Run 1, clock distribution:
Scale: 6 px per um.
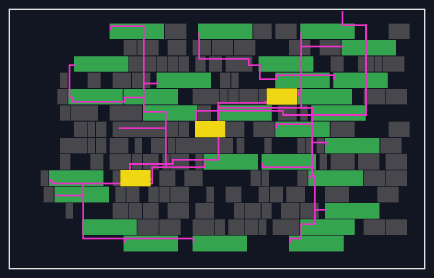
Run 1, sequential cells grouped by signal name:
Scale: 8 px per um. Other sequential cells in the stronger gray, the rest of the logic in the fainter gray.
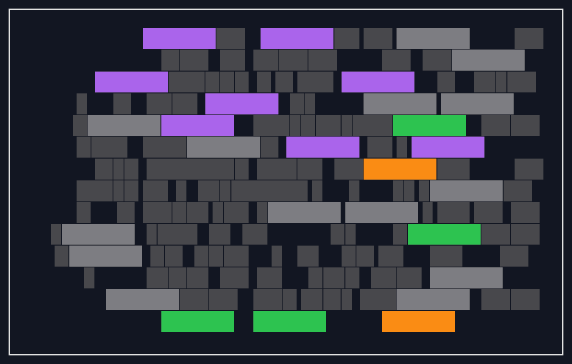
Run 1, supply network:
Scale: 8 px per um. Pins as bars on the die edge.
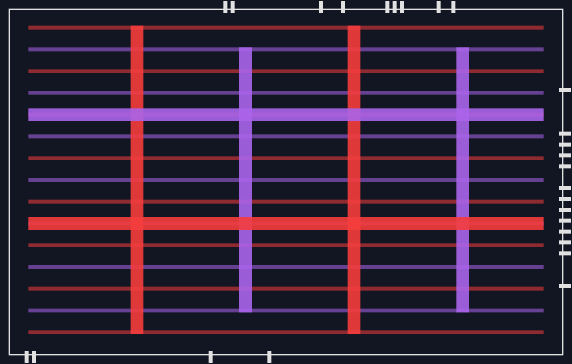
==> config.mk <==
export PLATFORM = sky130hd
export DESIGN_NAME = fe_mux_core
export DESIGN_NICKNAME = d
export VERILOG_FILES = /design/src/rtl/fe_mux_core.sv
export SDC_FILE = /design/constraint.sdc
export NUM_CORES = 1
export LEC_CHECK = 0
export CORE_ASPECT_RATIO = 0.6
export CORE_MARGIN = 2
export CORE_UTILIZATION = 54
export DETAILED_ROUTE_END_ITERATION = 10
export PLACE_DENSITY = 0.82
export SLEW_MARGIN = 30
export SYNTH_ARGS = -nofsm -noshare
export SYNTH_HDL_FRONTEND = slang
export SYNTH_SLANG_ARGS = --single-unit
==> constraint.sdc <==
create_clock -name clk -period 2.6 [get_ports clk]
set_input_delay 0.52 -clock clk [delete_from_list [all_inputs] [get_ports clk]]
set_output_delay 0.52 -clock clk [all_outputs]
set_load 0.02 [all_outputs]
==> src/rtl/fe_mux_core.sv <==
// fe_mux_core: frame-synchronous front-end mux with sync lock FSM, DDR frame clock and lane serialiser.
// Optional macro FE_MUX_DDR_SAMPLE_EN: capture data_in_180 as the second DDR half of each lane.
module fe_mux_core #(
    parameter int unsigned DIV_LOG2   = 1,
    parameter int unsigned N_DATA     = 2,
    parameter int unsigned LOCK_COUNT = 4,
    parameter int unsigned MISS_MAX   = 2
) (
    input  logic              clk,
    input  logic              rst,
    input  logic              pll_locked,
    input  logic              sync_in,
    input  logic              cmd_in,
    input  logic [N_DATA-1:0] data_in_0,
    input  logic [N_DATA-1:0] data_in_180,
    output logic              clk_out_0,
    output logic              clk_out_180,
    output logic              cmd_out,
    output logic              cmd_out_inv,
    output logic              data_out_0,
    output logic              data_out_180,
    output logic              out_en,
    output logic [1:0]        lock_state,
    output logic [7:0]        sync_err_cnt
);

    localparam int unsigned PH_W  = DIV_LOG2;
    localparam int unsigned CNT_W = 4;
    localparam int unsigned ERR_W = 8;

    localparam logic [PH_W-1:0]  LAST     = '1;
    localparam logic [PH_W-1:0]  PH_ONE   = PH_W'(1);
    localparam logic [PH_W:0]    HALF_ONE = (PH_W + 1)'(1);
    localparam logic [CNT_W-1:0] CNT_ONE  = CNT_W'(1);
    localparam logic [CNT_W-1:0] LOCK_TGT = CNT_W'(LOCK_COUNT);
    localparam logic [CNT_W-1:0] MISS_TGT = CNT_W'(MISS_MAX);
    localparam logic [ERR_W-1:0] ERR_ONE  = ERR_W'(1);
    localparam logic [ERR_W-1:0] ERR_SAT  = '1;

    typedef enum logic [1:0] {
        ST_HUNT   = 2'd0,
        ST_CHECK  = 2'd1,
        ST_LOCKED = 2'd2
    } state_t;

    state_t               state, state_nxt;
    logic [PH_W-1:0]      phase, phase_nxt;
    logic [CNT_W-1:0]     good, good_nxt;
    logic [CNT_W-1:0]     miss, miss_nxt;
    logic [ERR_W-1:0]     err_cnt, err_nxt;
    logic                 err_inc;
    logic                 at_last;

    logic [N_DATA-1:0][1:0] shadow, shadow_nxt;
    logic                   cmd_shadow, cmd_shadow_nxt;
    logic [N_DATA-1:0]      lane_lo;
    logic [1:0]             lane_sel;
    logic [PH_W:0]          h0_p1, h1_p1;

    logic out_en_nxt;
    logic clk0_nxt, clk180_nxt;
    logic cmd_nxt, cmd_inv_nxt;
    logic d0_nxt, d180_nxt;

`ifdef FE_MUX_DDR_SAMPLE_EN
    assign lane_lo = data_in_180;
`else
    logic unused_data_in_180;
    assign unused_data_in_180 = ^data_in_180;
    assign lane_lo            = data_in_0;
`endif

    assign at_last      = (phase == LAST);
    assign lock_state   = state;
    assign sync_err_cnt = err_cnt;

    // Lock FSM state and counters
    always_ff @(posedge clk or posedge rst) begin
        if (rst) begin
            state   <= ST_HUNT;
            phase   <= '0;
            good    <= '0;
            miss    <= '0;
            err_cnt <= '0;
        end else begin
            state   <= state_nxt;
            phase   <= phase_nxt;
            good    <= good_nxt;
            miss    <= miss_nxt;
            err_cnt <= err_nxt;
        end
    end

    // Lock FSM next state; a PLL drop overrides all sync handling
    always_comb begin
        state_nxt = state;
        phase_nxt = phase + PH_ONE;
        good_nxt  = good;
        miss_nxt  = miss;
        err_inc   = 1'b0;

        if (!pll_locked) begin
            state_nxt = ST_HUNT;
        end else begin
            case (state)
                ST_HUNT: begin
                    if (sync_in) begin
                        phase_nxt = '0;
                        good_nxt  = '0;
                        state_nxt = ST_CHECK;
                    end
                end
                ST_CHECK: begin
                    if (sync_in && at_last) begin
                        good_nxt = good + CNT_ONE;
                        if (good_nxt == LOCK_TGT) begin
                            state_nxt = ST_LOCKED;
                            miss_nxt  = '0;
                        end
                    end else if (sync_in) begin
                        phase_nxt = '0;
                        good_nxt  = '0;
                    end else if (at_last) begin
                        state_nxt = ST_HUNT;
                    end
                end
                ST_LOCKED: begin
                    if (at_last) begin
                        if (sync_in) begin
                            miss_nxt = '0;
                        end else begin
                            miss_nxt = miss + CNT_ONE;
                            if (miss_nxt == MISS_TGT) begin
                                state_nxt = ST_HUNT;
                                err_inc   = 1'b1;
                            end
                        end
                    end else if (sync_in) begin
                        phase_nxt = '0;
                        good_nxt  = '0;
                        state_nxt = ST_CHECK;
                        err_inc   = 1'b1;
                    end
                end
                default: begin
                    state_nxt = ST_HUNT;
                end
            endcase
        end

        err_nxt = err_cnt;
        if (err_inc && (err_cnt != ERR_SAT)) begin
            err_nxt = err_cnt + ERR_ONE;
        end
    end

    // Frame capture at the last phase of each frame
    always_comb begin
        shadow_nxt     = shadow;
        cmd_shadow_nxt = cmd_shadow;
        if (at_last) begin
            for (int unsigned k = 0; k < N_DATA; k++) begin
                shadow_nxt[k] = {data_in_0[k], lane_lo[k]};
            end
            cmd_shadow_nxt = cmd_in;
        end
    end

    // Serialiser lane select; phases past the last lane idle at zero
    always_comb begin
        lane_sel = 2'b00;
        for (int unsigned k = 0; k < N_DATA; k++) begin
            if (32'(phase) == k) begin
                lane_sel = shadow[k];
            end
        end
    end

    // Output next values; the clock MSB of (h+1) mod 2F marks the high half
    always_comb begin
        h0_p1       = {phase, 1'b0} + HALF_ONE;
        h1_p1       = {phase, 1'b1} + HALF_ONE;
        clk0_nxt    = h0_p1[PH_W];
        clk180_nxt  = h1_p1[PH_W];
        out_en_nxt  = (state == ST_LOCKED) && pll_locked;
        d0_nxt      = out_en_nxt & lane_sel[1];
        d180_nxt    = out_en_nxt & lane_sel[0];
        cmd_nxt     = out_en_nxt & cmd_shadow;
        cmd_inv_nxt = out_en_nxt & ~cmd_shadow;
    end

    // Datapath and output registers
    always_ff @(posedge clk or posedge rst) begin
        if (rst) begin
            shadow       <= '0;
            cmd_shadow   <= 1'b0;
            clk_out_0    <= 1'b0;
            clk_out_180  <= 1'b0;
            cmd_out      <= 1'b0;
            cmd_out_inv  <= 1'b0;
            data_out_0   <= 1'b0;
            data_out_180 <= 1'b0;
            out_en       <= 1'b0;
        end else begin
            shadow       <= shadow_nxt;
            cmd_shadow   <= cmd_shadow_nxt;
            clk_out_0    <= clk0_nxt;
            clk_out_180  <= clk180_nxt;
            cmd_out      <= cmd_nxt;
            cmd_out_inv  <= cmd_inv_nxt;
            data_out_0   <= d0_nxt;
            data_out_180 <= d180_nxt;
            out_en       <= out_en_nxt;
        end
    end

endmodule

==> results.yml, run 1 <==
# flow metrics
synthesis:
  most_common_cell: "dfrtp_1"
  synth.avg_cell_area_um2: 10.8
  synth_warnings: 0
  ys_sh_xor_pct: 5.12
  ys_sh_adder_pct: 3.66
job:
  drv_cap: 0
outcome:
  outcome: "complete, no violations"
placement:
  dpl.cell_count: 180
  dp_hpwl_um: 1960
die:
  rows: 14
  die_x_um: 69.0
  io_pins: 26
routing:
  highest_layer: "met4"
  routed_wl_um: 2790
  post_drt_via_cell_ratio: 5.51
  wl_per_cell_um: 15.2
  drt_iter0_markers: 101
power_and_ir_drop:
  maxPowerGroup: "sequential cells"
  power.density_mw_per_mm2: 527
  p_total_w: 0.000899
  comb_cell_power_w: 0.0000786
worst_setup_path:
  cp.required_ns: 2.08
  crit_cells: 1
  crit_type: "reg2out"
  critPathLaunch: "lock_state[0]"
  arrival_ns: 1.54
final_timing:
  finalSetupViolations: 0
  relSlewSlack_pct: 68.8
finish:
  largestClassByArea: "sequential cells"
  diodes: 0
  final.clkbuf_count: 3
  nonClkBufAreaFrac_pct: 14.4
  clock_area_share_pct: 4.19
global_routing:
  grt_first_pass_wirelength_um: 4660
  use_met3_pct: 6.37
## Picture notes: 'clock distribution'
green -> flip-flops  # count 28
magenta -> clock wires  # length 338 um
yellow -> clock-net drivers  # count 3
routed clock nets = 4
flops lie = all over the die
Clock Power: 0.000350 W
Layout Skew: 0.00200 ns
clock power share: 39.0%
clk latency late pin: 0.28 ns

## Picture notes: 'sequential cells grouped by signal name'
orange -> shadow  # placed flops 2
purple -> sync_err_cnt  # placed flops 8
green -> good  # placed flops 4
Seq area share: 41.1%
final core utilization: 69.5%
FF/Latch Area: 701 um^2

## Picture notes: 'supply network'
purple -> VDD
red -> VSS
met5 straps = 2
signal pins = 26
met4 straps = 4
met1 rails = 15
rows = 14
Chip Height: 43 um
core area: 0.00245 mm^2

Run 1, M2 wires:
Scale: 8 px per um.
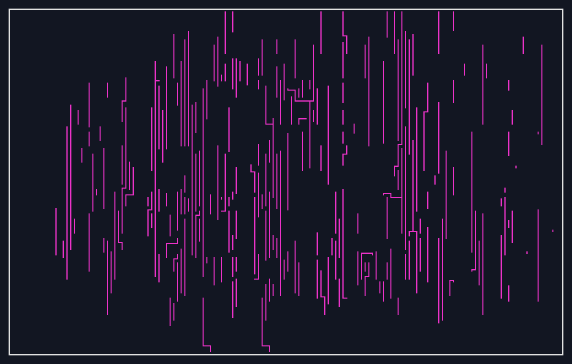

--- run 2 (diff from run 1) ---
--- a/config.mk
+++ b/config.mk
@@ -7,9 +7,9 @@
 export LEC_CHECK = 0
 export CORE_ASPECT_RATIO = 0.6
 export CORE_MARGIN = 2
-export CORE_UTILIZATION = 54
+export CORE_UTILIZATION = 51
 export DETAILED_ROUTE_END_ITERATION = 10
-export PLACE_DENSITY = 0.82
+export PLACE_DENSITY = 0.79
 export SLEW_MARGIN = 30
 export SYNTH_ARGS = -nofsm -noshare
 export SYNTH_HDL_FRONTEND = slang
==> constraint.sdc (replaced) <==
create_clock -name clk -period 2.05 [get_ports clk]
set_input_delay 0.41 -clock clk [delete_from_list [all_inputs] [get_ports clk]]
set_output_delay 0.41 -clock clk [all_outputs]
set_load 0.02 [all_outputs]
Run 2, M2 wires:
Scale: 6 px per um.
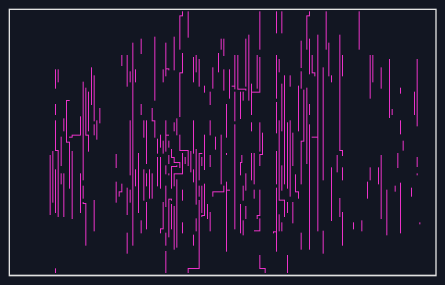
longest straight run = 33.7 um
wire length on this layer = 1140 um
nets with wire on the layer = 138
main direction = vertical
DR vias: 1007
grt met2 use: 26.4%

==> run 2 against run 1 <==
Net effect: die size increased by 5.4%; count of clock-buffer cells in the layout did not move; via count is 0.69% lower; non-clock buffer count up 4; critical endpoint is now sync_err_cnt[1]; routed wire length fell by 7.5%; cell count grew 2.2%; synthesized cell count is the same; final area grew 1.8%; combinational power rose by about 40%.
==> results.yml, run 2 <==
# flow metrics
final_timing:
  worst_clock_skew_ns: 0.00728
  tns_ns: 0
  finalSetupViolations: 0
  relSlewSlack_pct: 72.2
routing:
  post_drt_via_cell_ratio: 5.36
  drt_iter0_markers: 69
  routed_wl_um: 2580
  highest_layer: "met4"
power_and_ir_drop:
  power.density_mw_per_mm2: 653
  p_clk_w: 0.000432
  comb_cell_power_w: 0.000110
  maxPowerGroup: "sequential cells"
  p_clk_share_pct: 38.1
  p_total_w: 0.00113
finish:
  largestClassByArea: "sequential cells"
  nonClkBufAreaFrac_pct: 15.9
  final.clkbuf_count: 3
  finish.utilization_pct: 68.8
die:
  die_x_um: 70.9
  io_pins: 26
  fp.coreArea_mm2: 0.00252
  die_area_mm2: 0.00313
  rows: 14
  die_y_um: 44.1
worst_setup_path:
  critPathLaunch: "miss[0]"
  crit_type: "reg2reg"
  crit_cells: 6
  cp.required_ns: 2.22
synthesis:
  synth.avg_cell_area_um2: 10.8
  simple_gate_share_pct: 19.3
  ys_sh_xor_pct: 5.12
  ys_sh_adder_pct: 3.66
outcome:
  outcome: "complete, no violations"
placement:
  dp_hpwl_um: 1970
job:
  drv_cap: 0
global_routing:
  grt_first_pass_wirelength_um: 4350
Run 2, supply network:
Scale: 6 px per um. Pins as bars on the die edge.
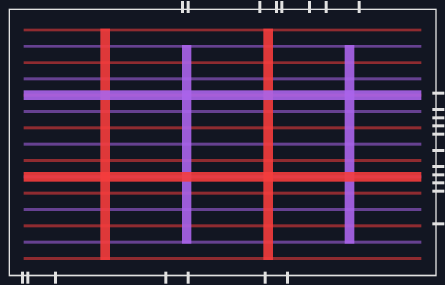

--- run 3 (diff from run 2) ---
--- a/config.mk
+++ b/config.mk
@@ -7,9 +7,10 @@
 export LEC_CHECK = 0
 export CORE_ASPECT_RATIO = 0.6
 export CORE_MARGIN = 2
-export CORE_UTILIZATION = 51
+export CORE_UTILIZATION = 53
+export CTS_BUF_LIST = sky130_fd_sc_hd__clkbuf_8
 export DETAILED_ROUTE_END_ITERATION = 10
-export PLACE_DENSITY = 0.79
+export PLACE_DENSITY = 0.81
 export SLEW_MARGIN = 30
 export SYNTH_ARGS = -nofsm -noshare
 export SYNTH_HDL_FRONTEND = slang
Run 3, supply network:
Scale: 8 px per um. Pins as bars on the die edge.
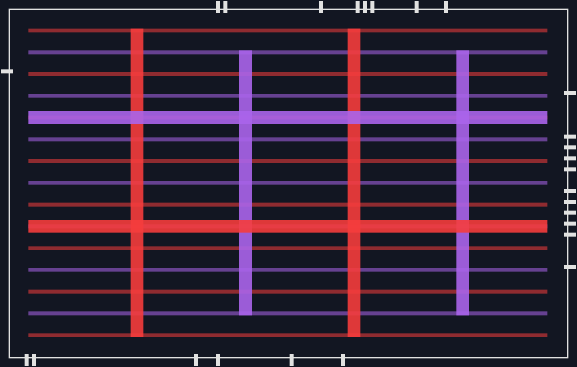
purple -> VDD
red -> VSS
rows = 14
met1 rails = 15
met5 straps = 2

==> run 3 against run 2 <==
Net effect: synthesized cell count did not move; first-iteration DRC count is 8.7% lower; core utilization grew 1.9 points; routed wire length grew 8.9%; non-clock buffer count rose by 1; setup slack better by 0.053 ns; sequential power about the same; critical path depth down 5; sequential cell count stayed put; final area increased by 0.65%; largest cell class unchanged.
==> results.yml, run 3 <==
# flow metrics
synthesis:
  ys_sh_xor_pct: 5.12
  simple_gate_share_pct: 19.3
  ys_sh_adder_pct: 3.66
  synth.avg_cell_area_um2: 10.8
outcome:
  outcome: "complete, no violations"
power_and_ir_drop:
  maxPowerGroup: "sequential cells"
  p_total_w: 0.00113
  p_clk_w: 0.000427
  power.density_mw_per_mm2: 648
die:
  die_area_mm2: 0.00302
  fp.coreArea_mm2: 0.00247
  die_y_um: 43.4
finish:
  finish.utilization_pct: 70.7
  largestClassByArea: "sequential cells"
  nonClkBufAreaFrac_pct: 16.2
global_routing:
  grt_first_pass_wirelength_um: 4900
worst_setup_path:
  crit_cells: 1
  crit_type: "reg2out"
routing:
  routed_wl_um: 2810
  highest_layer: "met4"
final_timing:
  worst_clock_skew_ns: 0.00138
  tns_ns: 0
placement:
  dp_hpwl_um: 2080
Power and IR drop assume default switching activity.
